### A small window of the routed layout, run 1

Region (27, 47) to (77, 97) microns. Cells in gray, sequential cells in the stronger gray; small squares are vias.
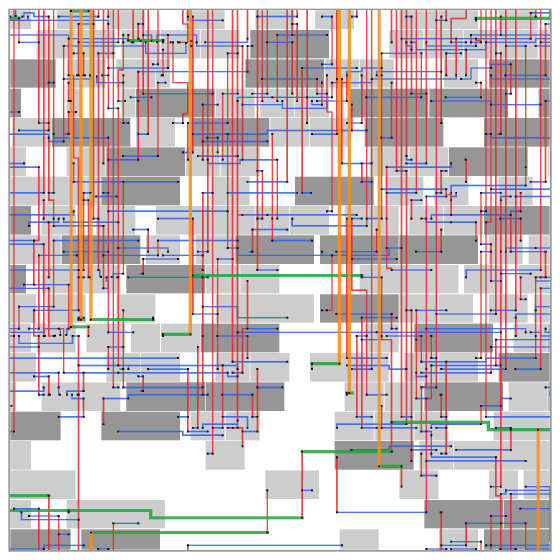
### Wire density map, run 1

(4 px per micron) 21 x 21 tiles, from dark purple (low) to yellow (high), scaled to the fullest tile. Values are wire area over tile area, all layers added.
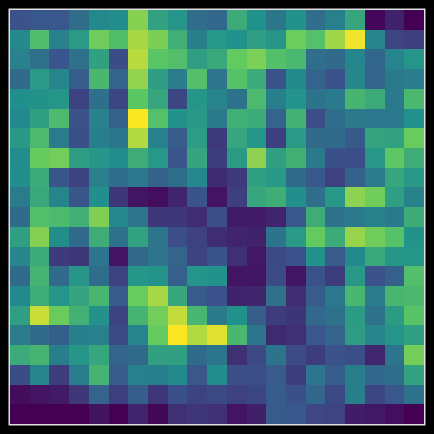
### Drive-strength map, run 1

(3 px per micron)
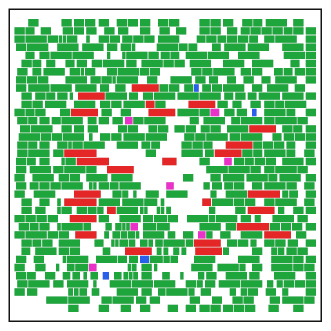
### Placed standard cells, run 1

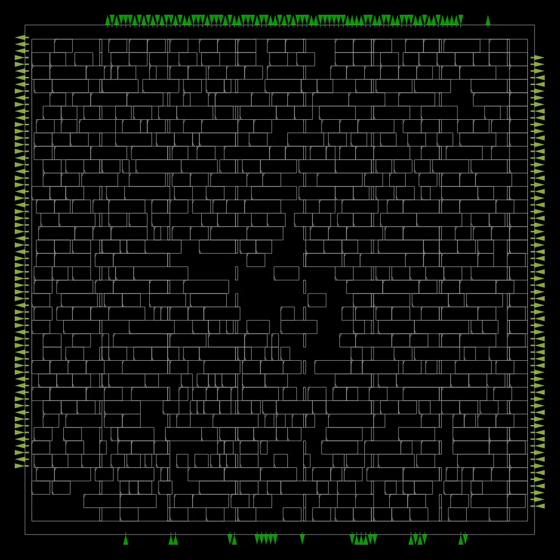
**config.mk**
```make
export PLATFORM = sky130hd
export DESIGN_NAME = addr_bus_ctrl
export DESIGN_NICKNAME = d
export VERILOG_FILES = /design/src/rtl/addr_pkg.sv /design/src/rtl/addr_arb_pick.sv /design/src/rtl/addr_bus_ctrl.sv
export SDC_FILE = /design/constraint.sdc
export NUM_CORES = 1
export LEC_CHECK = 0
export CAP_MARGIN = 15
export CORE_UTILIZATION = 42
export CTS_CLUSTER_DIAMETER = 200
export DETAILED_ROUTE_END_ITERATION = 8
export PLACE_DENSITY_LB_ADDON = 0.15
export RECOVER_POWER = 100
export REMOVE_ABC_BUFFERS = 1
export SLEW_MARGIN = 25
export SYNTH_ARGS = -nofsm -noshare
export SYNTH_HDL_FRONTEND = slang
export SYNTH_HIERARCHICAL = 1
export SYNTH_SLANG_ARGS = --single-unit
```
**constraint.sdc**
```tcl
create_clock -name clk -period 5.2 [get_ports clk]
set_input_delay 1.56 -clock clk [delete_from_list [all_inputs] [get_ports clk]]
set_output_delay 1.56 -clock clk [all_outputs]
set_load 0.01 [all_outputs]
```
**src/rtl/addr_pkg.sv**
```systemverilog
// Shared definitions for the segment:offset address sequencer.
package addr_pkg;

    // Sequencer states
    localparam logic [1:0] ST_IDLE  = 2'd0;
    localparam logic [1:0] ST_LOAD  = 2'd1;
    localparam logic [1:0] ST_CALC  = 2'd2;
    localparam logic [1:0] ST_ISSUE = 2'd3;

    // Idle OP value; also forces an OP change on every transaction
    localparam logic [2:0] OP_PARK = 3'h7;

    // Addressing modes understood by the ALU
    localparam logic [2:0] MODE_IP          = 3'd0;
    localparam logic [2:0] MODE_REL         = 3'd1;
    localparam logic [2:0] MODE_REG         = 3'd2;
    localparam logic [2:0] MODE_REG_REL     = 3'd3;
    localparam logic [2:0] MODE_REG_REG     = 3'd4;
    localparam logic [2:0] MODE_REG_REG_REL = 3'd5;

    // Operand set presented to the ALU
    typedef struct packed {
        logic [15:0] seg;
        logic [15:0] ip;
        logic [15:0] rel;
        logic [15:0] reg1;
        logic [15:0] reg2;
    } alu_opnd_t;

    // Modes above the last defined one would collide with PARK, so fold them to REG
    function automatic logic [2:0] legal_mode(input logic [2:0] m);
        return (m > MODE_REG_REG_REL) ? MODE_REG : m;
    endfunction

endpackage

```
**src/rtl/addr_arb_pick.sv**
```systemverilog
// Winner select between fetch and EU with an EU burst limit.
module addr_arb_pick
    import addr_pkg::*;
#(
    parameter int MAX_EU_BURST = 2
) (
    input  logic clk,
    input  logic rst_n,
    input  logic fetch_req_i,
    input  logic eu_req_i,
    input  logic grant_i,
    output logic pick_any_o,
    output logic pick_fetch_o
);

    localparam int BW = (MAX_EU_BURST < 1) ? 1 : $clog2(MAX_EU_BURST + 1);
    localparam logic [BW-1:0] BURST_MAX = BW'(MAX_EU_BURST);

    logic [BW-1:0] burst_q, burst_d;
    logic          burst_full;

    assign burst_full   = (burst_q == BURST_MAX);
    assign pick_any_o   = fetch_req_i | eu_req_i;
    // EU wins unless fetch has waited through a full EU burst
    assign pick_fetch_o = fetch_req_i & (~eu_req_i | burst_full);

    // Count EU grants that starved a pending fetch; anything else restarts the burst
    always_comb begin
        burst_d = burst_q;
        if (grant_i) begin
            if (pick_fetch_o || !fetch_req_i)
                burst_d = '0;
            else
                burst_d = burst_q + 1'b1;
        end
    end

    // Burst counter register
    always_ff @(posedge clk) begin
        if (!rst_n)
            burst_q <= '0;
        else
            burst_q <= burst_d;
    end

endmodule

```
**src/rtl/addr_bus_ctrl.sv**
```systemverilog
// Arbitrates fetch/EU address requests, sequences the external address
// ALU and runs one valid/ready bus cycle with a timeout per request.
module addr_bus_ctrl
    import addr_pkg::*;
#(
    parameter int MAX_EU_BURST = 2,
    parameter int TIMEOUT      = 16
) (
    input  logic        clk,
    input  logic        rst_n,
    input  logic        fetch_req,
    input  logic [15:0] fetch_cs,
    input  logic [15:0] fetch_ip,
    output logic        fetch_gnt,
    output logic        fetch_done,
    input  logic        eu_req,
    input  logic [2:0]  eu_mode,
    input  logic        eu_write,
    input  logic [15:0] eu_seg,
    input  logic [15:0] eu_relative,
    input  logic [15:0] eu_reg1,
    input  logic [15:0] eu_reg2,
    output logic        eu_gnt,
    output logic        eu_done,
    output logic [2:0]  alu_op,
    output logic [15:0] alu_segment,
    output logic [15:0] alu_ip,
    output logic [15:0] alu_relative,
    output logic [15:0] alu_reg1,
    output logic [15:0] alu_reg2,
    input  logic [19:0] alu_direction,
    output logic [19:0] bus_addr,
    output logic        bus_valid,
    output logic        bus_write,
    input  logic        bus_ready,
    output logic        bus_err,
    output logic        busy
);

    localparam int TW = (TIMEOUT < 2) ? 1 : $clog2(TIMEOUT);
    localparam logic [TW-1:0] TMO_LAST = TW'(TIMEOUT - 1);

    logic [1:0]    state_q, state_d;
    logic [TW-1:0] tmo_q, tmo_d;
    alu_opnd_t     opnd_q, opnd_new;
    logic [2:0]    mode_q, mode_new;
    logic          wr_q, wr_new;
    logic          win_fetch_q;
    logic [2:0]    alu_op_q;
    logic          fetch_gnt_q, eu_gnt_q, fetch_done_q, eu_done_q, bus_err_q;
    logic [19:0]   bus_addr_q;
    logic          bus_valid_q, bus_write_q;
    logic          pick_any, pick_fetch;
    logic          latch, finish, abort;

    addr_arb_pick #(.MAX_EU_BURST(MAX_EU_BURST)) u_arb (
        .clk          (clk),
        .rst_n        (rst_n),
        .fetch_req_i  (fetch_req),
        .eu_req_i     (eu_req),
        .grant_i      (latch),
        .pick_any_o   (pick_any),
        .pick_fetch_o (pick_fetch)
    );

    // Operand set, mode and direction of whichever requester wins this cycle
    always_comb begin
        opnd_new = '0;
        if (pick_fetch) begin
            opnd_new.seg = fetch_cs;
            opnd_new.ip  = fetch_ip;
            mode_new     = MODE_IP;
            wr_new       = 1'b0;
        end else begin
            opnd_new.seg  = eu_seg;
            opnd_new.rel  = eu_relative;
            opnd_new.reg1 = eu_reg1;
            opnd_new.reg2 = eu_reg2;
            mode_new      = legal_mode(eu_mode);
            wr_new        = eu_write;
        end
    end

    // Sequencer next state plus the bus timeout count
    always_comb begin
        state_d = state_q;
        tmo_d   = tmo_q;
        latch   = 1'b0;
        finish  = 1'b0;
        abort   = 1'b0;
        case (state_q)
            ST_IDLE: begin
                if (pick_any) begin
                    latch   = 1'b1;
                    state_d = ST_LOAD;
                end
            end
            ST_LOAD: state_d = ST_CALC;
            ST_CALC: begin
                tmo_d   = '0;
                state_d = ST_ISSUE;
            end
            ST_ISSUE: begin
                // A ready on the last allowed cycle still completes cleanly
                if (bus_ready) begin
                    finish  = 1'b1;
                    state_d = ST_IDLE;
                end else if (tmo_q == TMO_LAST) begin
                    finish  = 1'b1;
                    abort   = 1'b1;
                    state_d = ST_IDLE;
                end else begin
                    tmo_d = tmo_q + 1'b1;
                end
            end
            default: state_d = ST_IDLE;
        endcase
    end

    // State, ALU operand/OP registers, bus cycle registers and status pulses
    always_ff @(posedge clk) begin
        if (!rst_n) begin
            state_q      <= ST_IDLE;
            tmo_q        <= '0;
            opnd_q       <= '0;
            mode_q       <= '0;
            wr_q         <= 1'b0;
            win_fetch_q  <= 1'b0;
            alu_op_q     <= OP_PARK;
            fetch_gnt_q  <= 1'b0;
            eu_gnt_q     <= 1'b0;
            fetch_done_q <= 1'b0;
            eu_done_q    <= 1'b0;
            bus_err_q    <= 1'b0;
            bus_addr_q   <= '0;
            bus_valid_q  <= 1'b0;
            bus_write_q  <= 1'b0;
        end else begin
            state_q      <= state_d;
            tmo_q        <= tmo_d;
            fetch_gnt_q  <= latch & pick_fetch;
            eu_gnt_q     <= latch & ~pick_fetch;
            fetch_done_q <= finish & win_fetch_q;
            eu_done_q    <= finish & ~win_fetch_q;
            bus_err_q    <= abort;
            if (latch) begin
                opnd_q      <= opnd_new;
                mode_q      <= mode_new;
                wr_q        <= wr_new;
                win_fetch_q <= pick_fetch;
            end
            // OP leaves PARK only once operands have settled, and returns after the bus cycle
            if (state_q == ST_LOAD)
                alu_op_q <= mode_q;
            else if (finish)
                alu_op_q <= OP_PARK;
            // Capture the ALU result once; it stays frozen for the whole bus cycle
            if (state_q == ST_CALC) begin
                bus_addr_q  <= alu_direction;
                bus_write_q <= wr_q;
                bus_valid_q <= 1'b1;
            end else if (finish) begin
                bus_valid_q <= 1'b0;
            end
        end
    end

    assign fetch_gnt    = fetch_gnt_q;
    assign eu_gnt       = eu_gnt_q;
    assign fetch_done   = fetch_done_q;
    assign eu_done      = eu_done_q;
    assign bus_err      = bus_err_q;
    assign alu_op       = alu_op_q;
    assign alu_segment  = opnd_q.seg;
    assign alu_ip       = opnd_q.ip;
    assign alu_relative = opnd_q.rel;
    assign alu_reg1     = opnd_q.reg1;
    assign alu_reg2     = opnd_q.reg2;
    assign bus_addr     = bus_addr_q;
    assign bus_valid    = bus_valid_q;
    assign bus_write    = bus_write_q;
    assign busy         = (state_q != ST_IDLE);

endmodule
```
==> impl.org, run 1 <==
#+TITLE: Synthesis and PnR summary

** STA
- Slew Limit Fails :: 60
- Skew final :: 0.00932 ns
- Setup repair after global routing left no endpoint under its margin.
- Once routing completed, OpenROAD measured the worst setup slack at 1.17 ns.

** Power
- Power share of the clock group :: 36.2%
- The biggest slice of the total power is consumed by the clock network.
- Proportion of power drawn by flip-flops and latches :: 35.3%
- Combinational fraction of design power :: 28.4%

** Drt
- In the log, the iteration count for the first detailed-route pass is 5.
- In the detailed route, the total length drawn on met2 is 6030 microns.
- DRC violation count after routing :: 0
- The detailed router used layers up to and including met4.

** Yosys
- Cell count after synthesis :: 372
- XOR-XNOR Cells, Area Fraction :: 0%
- Of the synthesized area, sequential elements account for 56.9%.
- Number of cells in Yosys stat :: 372
- Asr flop ratio synth :: 0%
- By area, the combinational part of the netlist is dominated by AND-OR/OR-AND gates.

** Run
- Maxcap violations :: 2

** Final layout
- Most common logic cells in the final layout :: sky130_fd_sc_hd__dfxtp_1 (123), sky130_fd_sc_hd__clkdlybuf4s50_1 (122), sky130_fd_sc_hd__dlygate4sd3_1 (113)
- Number of inserted diodes :: 0
- Number of non-clock inverters :: 19
- Across the whole layout, storage elements make up 33.4% of the cell area.

** Die
- Number of top-level design ports :: 236

** Worst setup path
- Crit Reg-Reg Startpoint :: u_arb/burst_q[0]$_SDFFE_PN0P_
- Data required, critical path :: 5.65 ns
- Worst R2R Setup Slack :: 2.33 ns

** Clock network
- Looking at the clock tree report, the H-tree level count equals 4.
- For the worst-skew pair, the clock arrives at the later sink with an insertion delay of 0.51 ns.
- Cts bufs inserted :: 17
- Setup Fix Bufs, Post-CTS :: 0
- After clock tree synthesis, the repair step resized 0 gates.
- Clock tree from TritonCTS :: done

** Run status
- The final reports fail on max-capacitance violations, max-slew violations.
- Status :: finished, violations left

** GRT
- The number of global-route vias before repair is 3,882.
- Met3 usage :: 8.68%
- Antenna violations before repair :: 0
-- 'A small window of the routed layout' (at the start) --
color	layer
blue	met1
orange	met4
red	met2
green	met3
most frequent	dfxtp_1 (36), clkdlybuf4s50_1 (30)
cells with their middle in the window	147
netlist names of flops here include	alu_relative (11), alu_reg1 (8), alu_reg2 (7)
sequential cells in the window	36

-- 'Wire density map' (at the start) --
mean over tiles	0.19
fullest tile	0.46
nearly empty tiles	1.8%
emptiest ninth of the die	center
tiles over half the peak	37%

-- 'Drive-strength map' (at the start) --
color	size	cells
green	drive 1 or less	578
blue	drive 2	4
magenta	drive 3 to 4	7
red	drive 6 and up	26

-- 'Placed standard cells' (at the start) --
tally of filler cells in the layout: 676
Placement Rows: 36
number of sequential cells in the layout: 123
Taps Inserted: 133

run 1: synth_stat cells (all sizes together), types with 2 or more instances:
| library cell | count | area, sq um |
|---|---|---|
| dfxtp | 123 | 2460 |
| a22o | 66 | 578 |
| mux2i | 29 | 290 |
| nor2b | 21 | 131 |
| buf | 19 | 115 |
| inv | 19 | 71.3 |
| nand2 | 12 | 45.0 |
| a222oi | 11 | 110 |
| clkbuf | 10 | 37.5 |
| ha | 7 | 87.6 |
| nand3b | 6 | 45.0 |
| a21boi | 5 | 48.8 |
| o211a | 5 | 50.1 |
| a31oi | 4 | 25.0 |
| nand3 | 4 | 20.0 |
| nor2 | 3 | 11.3 |
| nor3 | 3 | 15.0 |
| nor3b | 3 | 22.5 |
| o21ai | 3 | 15.0 |
| nand2b | 2 | 12.5 |
| o211ai | 2 | 15.0 |
run 1: worst min-delay path by stage:
stage	endpoint	slack [ns]	cells after the start
after global routing	eu_done$_SDFF_PN0_	0.49	1
after CTS	eu_done$_SDFF_PN0_	0.46	1
after global placement	eu_done$_SDFF_PN0_	0.44	1
after detailed placement	eu_done$_SDFF_PN0_	0.45	1
final	eu_done$_SDFF_PN0_	0.45	1
after floorplan	eu_done$_SDFF_PN0_	0.42	1
run 1: per-stage QoR:
stage | instances | power [mW] | util [%] | hold slack [ns] | instance area (sq um)
floorplan | 343 | 1.73 | - | 0.415 | 4180
global placement | 716 | 2.28 | 68.4 | 0.442 | 6750
global route | 748 | 3.64 | 74.7 | 0.487 | 7370
finish | 748 | 3.47 | 74.7 | 0.454 | 7370
detailed placement | 716 | 2.31 | 68.4 | 0.450 | 6750
CTS | 748 | 3.58 | 74.8 | 0.459 | 7380
==> run 2: changes to the inputs <==
--- a/config.mk
+++ b/config.mk
@@ -6,7 +6,7 @@
 export NUM_CORES = 1
 export LEC_CHECK = 0
 export CAP_MARGIN = 15
-export CORE_UTILIZATION = 42
+export CORE_UTILIZATION = 35
 export CTS_CLUSTER_DIAMETER = 200
 export DETAILED_ROUTE_END_ITERATION = 8
 export PLACE_DENSITY_LB_ADDON = 0.15
==> constraint.sdc (replaced) <==
create_clock -name clk -period 3.4 [get_ports clk]
set_input_delay 1.02 -clock clk [delete_from_list [all_inputs] [get_ports clk]]
set_output_delay 1.02 -clock clk [all_outputs]
set_load 0.01 [all_outputs]
==> impl.org, run 2 <==
#+TITLE: Synthesis and PnR summary

** Power
- The total power draw came to 5.17 mW (was 3.47 mW).
- Worst VDD drop :: 0.475 mV (was 0.225 mV)

** Final layout
- The diode insertion count for antenna repair is 0 (unchanged).
- The number of cells in the finished layout apart from fillers was 763 (was 748).
- Register Area :: 2460 sq um (unchanged)
- Post-layout instance area :: 7350 sq um (was 7370 sq um)
- Core occupancy in the finished layout :: 61.2% (was 74.7%)
- Most common logic cells in the final layout: sky130_fd_sc_hd__dfxtp_1 (123), sky130_fd_sc_hd__clkdlybuf4s50_1 (122), sky130_fd_sc_hd__dlygate4sd3_1 (113) (unchanged).
- The tally of filler cells in the layout is 1,004 (was 676).

** Yosys
- Leading cell types by total area after synthesis :: sky130_fd_sc_hd__dfxtp_1 (57%), sky130_fd_sc_hd__a22o_1 (13%), sky130_fd_sc_hd__mux2i_1 (6.7%) (unchanged)
- The leading cell type by number of instances after synthesis is sky130_fd_sc_hd__dfxtp_1 (unchanged).
- The unique cell type count in the Yosys netlist is 41 (unchanged).
- Number of cells in Yosys stat :: 372 (unchanged)
- The sequential-to-total area share from yosys stat was 56.9% (unchanged).
- Most numerous cell types in the synthesized netlist :: sky130_fd_sc_hd__dfxtp_1 (123), sky130_fd_sc_hd__a22o_1 (66), sky130_fd_sc_hd__mux2i_1 (29) (unchanged)
- The number of enable flip-flop cells came to 0 (unchanged).
- Number of warnings issued by yosys :: 6 (unchanged)
- The share of Yosys cell area claimed by the top area cell type was 56.9% (unchanged).
- The number of instances in the synthesized netlist was 372 (unchanged).
- Cell taking the most area after synthesis :: sky130_fd_sc_hd__dfxtp_1 (unchanged)
- Asr flop ratio synth :: 0% (unchanged)

** Worst setup path
- The required time reported for the critical path endpoint came to 2.38 ns (was 5.65 ns).
- Family with the most delay on the worst path :: buffers and inverters (unchanged)
- Path type of the worst setup path :: register to output pin (was input port to register)
- Arrival time reported for the critical path endpoint :: 1.83 ns (was 4.48 ns)
- Category of the worst setup path capture point :: output pin (was register)

** STA
- The number of pins exceeding their max-slew limit in the final report is 0 (was 60).
- Worst hold margin :: 0.464 ns (was 0.454 ns)
- Measured slew at the worst slew-check pin :: 0.736 ns (was 1.56 ns)
- The post-route worst setup slack is 0.554 ns (was 1.17 ns).
- Skew final :: 0.00684 ns (was 0.00932 ns)
- Worst-case headroom to the max-slew limit :: 50.9% (was -4.05%)
- Portion of the clock cycle consumed by the worst path in the final layout :: 83.7%
- Minimum period implied by the final worst setup slack :: 2.85 ns
- Final total negative setup slack :: 0 ns (unchanged)
- Unrepaired setup endpoints after global routing: false (unchanged).

** Drt
- The number of vias after detailed routing is 3,754 (was 3,846).
- The iteration count of the initial detailed-routing pass is 5 (unchanged).
- Drt via density :: 4.92 (was 5.14)
- The routed wirelength normalized by instance count came to 16.2 microns (was 16.6 microns).
- The final routed DRC violation total was 0 (unchanged).

** Clock network
- Setup Fix Bufs, Post-CTS :: 0 (unchanged)
- The cell chosen for the clock root was sky130_fd_sc_hd__clkbuf_16 (was sky130_fd_sc_hd__clkbuf_8).
- The clock latency of the later-clocked register in the worst-skew pair came to 0.41 ns (was 0.51 ns).
- The post-cts sizing count came to 0 (unchanged).
- CTS HTree Levels :: 4 (unchanged)
- Clock tree from TritonCTS :: done (unchanged)
- The total CTS buffers came to 17 (unchanged).

** Die
- The number of core rows is 40 (was 36).
- Core outline area :: 12,000 sq um (was 9860 sq um)
- The horizontal die dimension was 113 microns (was 104 microns).
- Number of top-level design ports :: 236 (unchanged)

** Place
- The post-placement cell count came to 731 (was 716).
- Total cell area at the placement stage :: 6770 sq um (was 6750 sq um)
- The detailed-placement wirelength estimate is 8810 microns (was 8980 microns).
- The count of buffers inserted at the top-level ports came to 235 (unchanged).

** GRT
- The initial antenna violation count came to 0 (unchanged).
- The global-route wire length before repair was 19,500 microns (was 19,900 microns).
- Number of global-route vias before repair :: 3,847 (was 3,882)
- The global route total overflow came to 0 (unchanged).

** Run
- The max-capacitance violation count is 0 (was 2).

** Run status
- Status: finished, final reports clean (was finished, violations left).
run 2: cell families after synthesis:
logic type | Yosys count | share of synthesized area (%)
simple gates | 61 | 8.27
compound gates | 104 | 21.0
mux | 29 | 6.71
fa+ha+maj | 7 | 2.02
flops | 123 | 56.9
buf+inv | 48 | 5.17
run 2: cell type report:
type / count / area share (%)
Clock inverter: 13 / 2.04
Tap cell: 147 / 2.50
Sequential cell: 123 / 33.5
Clock buffer: 19 / 6.03
Timing Repair Buffer: 241 / 32.7
Inverter: 19 / 0.970
Multi-Input combinational cell: 201 / 22.2
run 2: power by group:
| part | internal [mW] | total (mW) | switching (mW) |
|---|---|---|---|
| clock | 1.16 | 1.79 | 0.626 |
| sequential | 1.73 | 1.87 | 0.142 |
| combinational | 0.791 | 1.51 | 0.717 |
| total | 3.68 | 5.17 | 1.49 |
run 2: metal layers:
| layer | up-vias | part of all wire (%) | global-route usage, % |
|---|---|---|---|
| met5 | - | 0 | 0 |
| met4 | 0 | 1.5 | 7.28 |
| met3 | 14 | 9.6 | 9.53 |
| met2 | 168 | 48 | 32.7 |
| met1 | 1742 | 41 | 22.6 |
| li1 | 1830 | - | - |
run 2: worst paths after layout:
kind                                  end                          start  cells past startpoint  slack (ns)
min                    eu_done$_SDFF_PN0_       win_fetch_q$_SDFFE_PN0P_                      1        0.46
min reg2reg            eu_done$_SDFF_PN0_       win_fetch_q$_SDFFE_PN0P_                      1        0.46
max                                  busy        state_q[0]$_SDFFE_PN0P_                      4        0.55
max reg2reg  alu_relative[1]$_SDFFE_PN0P_  u_arb/burst_q[0]$_SDFFE_PN0P_                      7        1.23
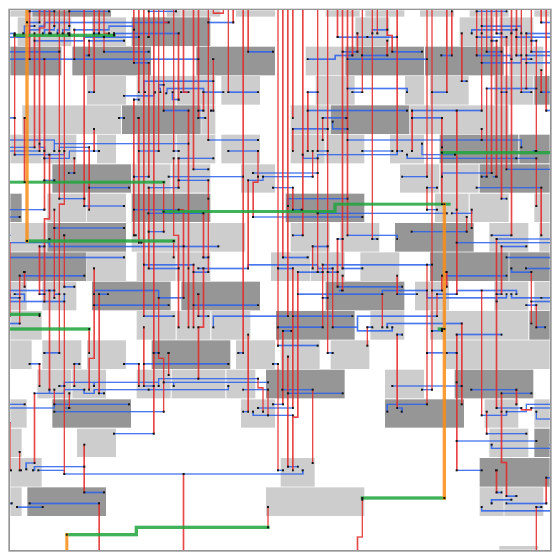
*A small window of the routed layout, run 2*
Region (32, 54) to (82, 104) microns. Cells in gray, sequential cells in the stronger gray; small squares are vias.
color	layer
blue	met1
orange	met4
green	met3
red	met2
sequential cells in the window	29
most frequent	dfxtp_1 (29), a22o_1 (23), clkdlybuf4s50_1 (23)
netlist names of flops here include	alu_relative (9), alu_reg2 (7), alu_reg1 (6)
cells with their middle in the window	111

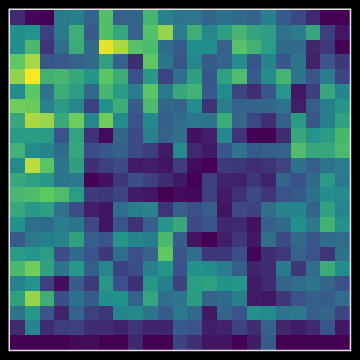
*Wire density map, run 2*
(3 px per micron) 23 x 23 tiles, from dark purple (low) to yellow (high), scaled to the fullest tile. Values are wire area over tile area, all layers added.
emptiest ninth of the die	center
mean over tiles	0.16
fullest tile	0.46
tiles over half the peak	24%
densest ninth of the die	upper left
nearly empty tiles	5.1%

No activity file was given, so power comes from the tool's default toggle rates.
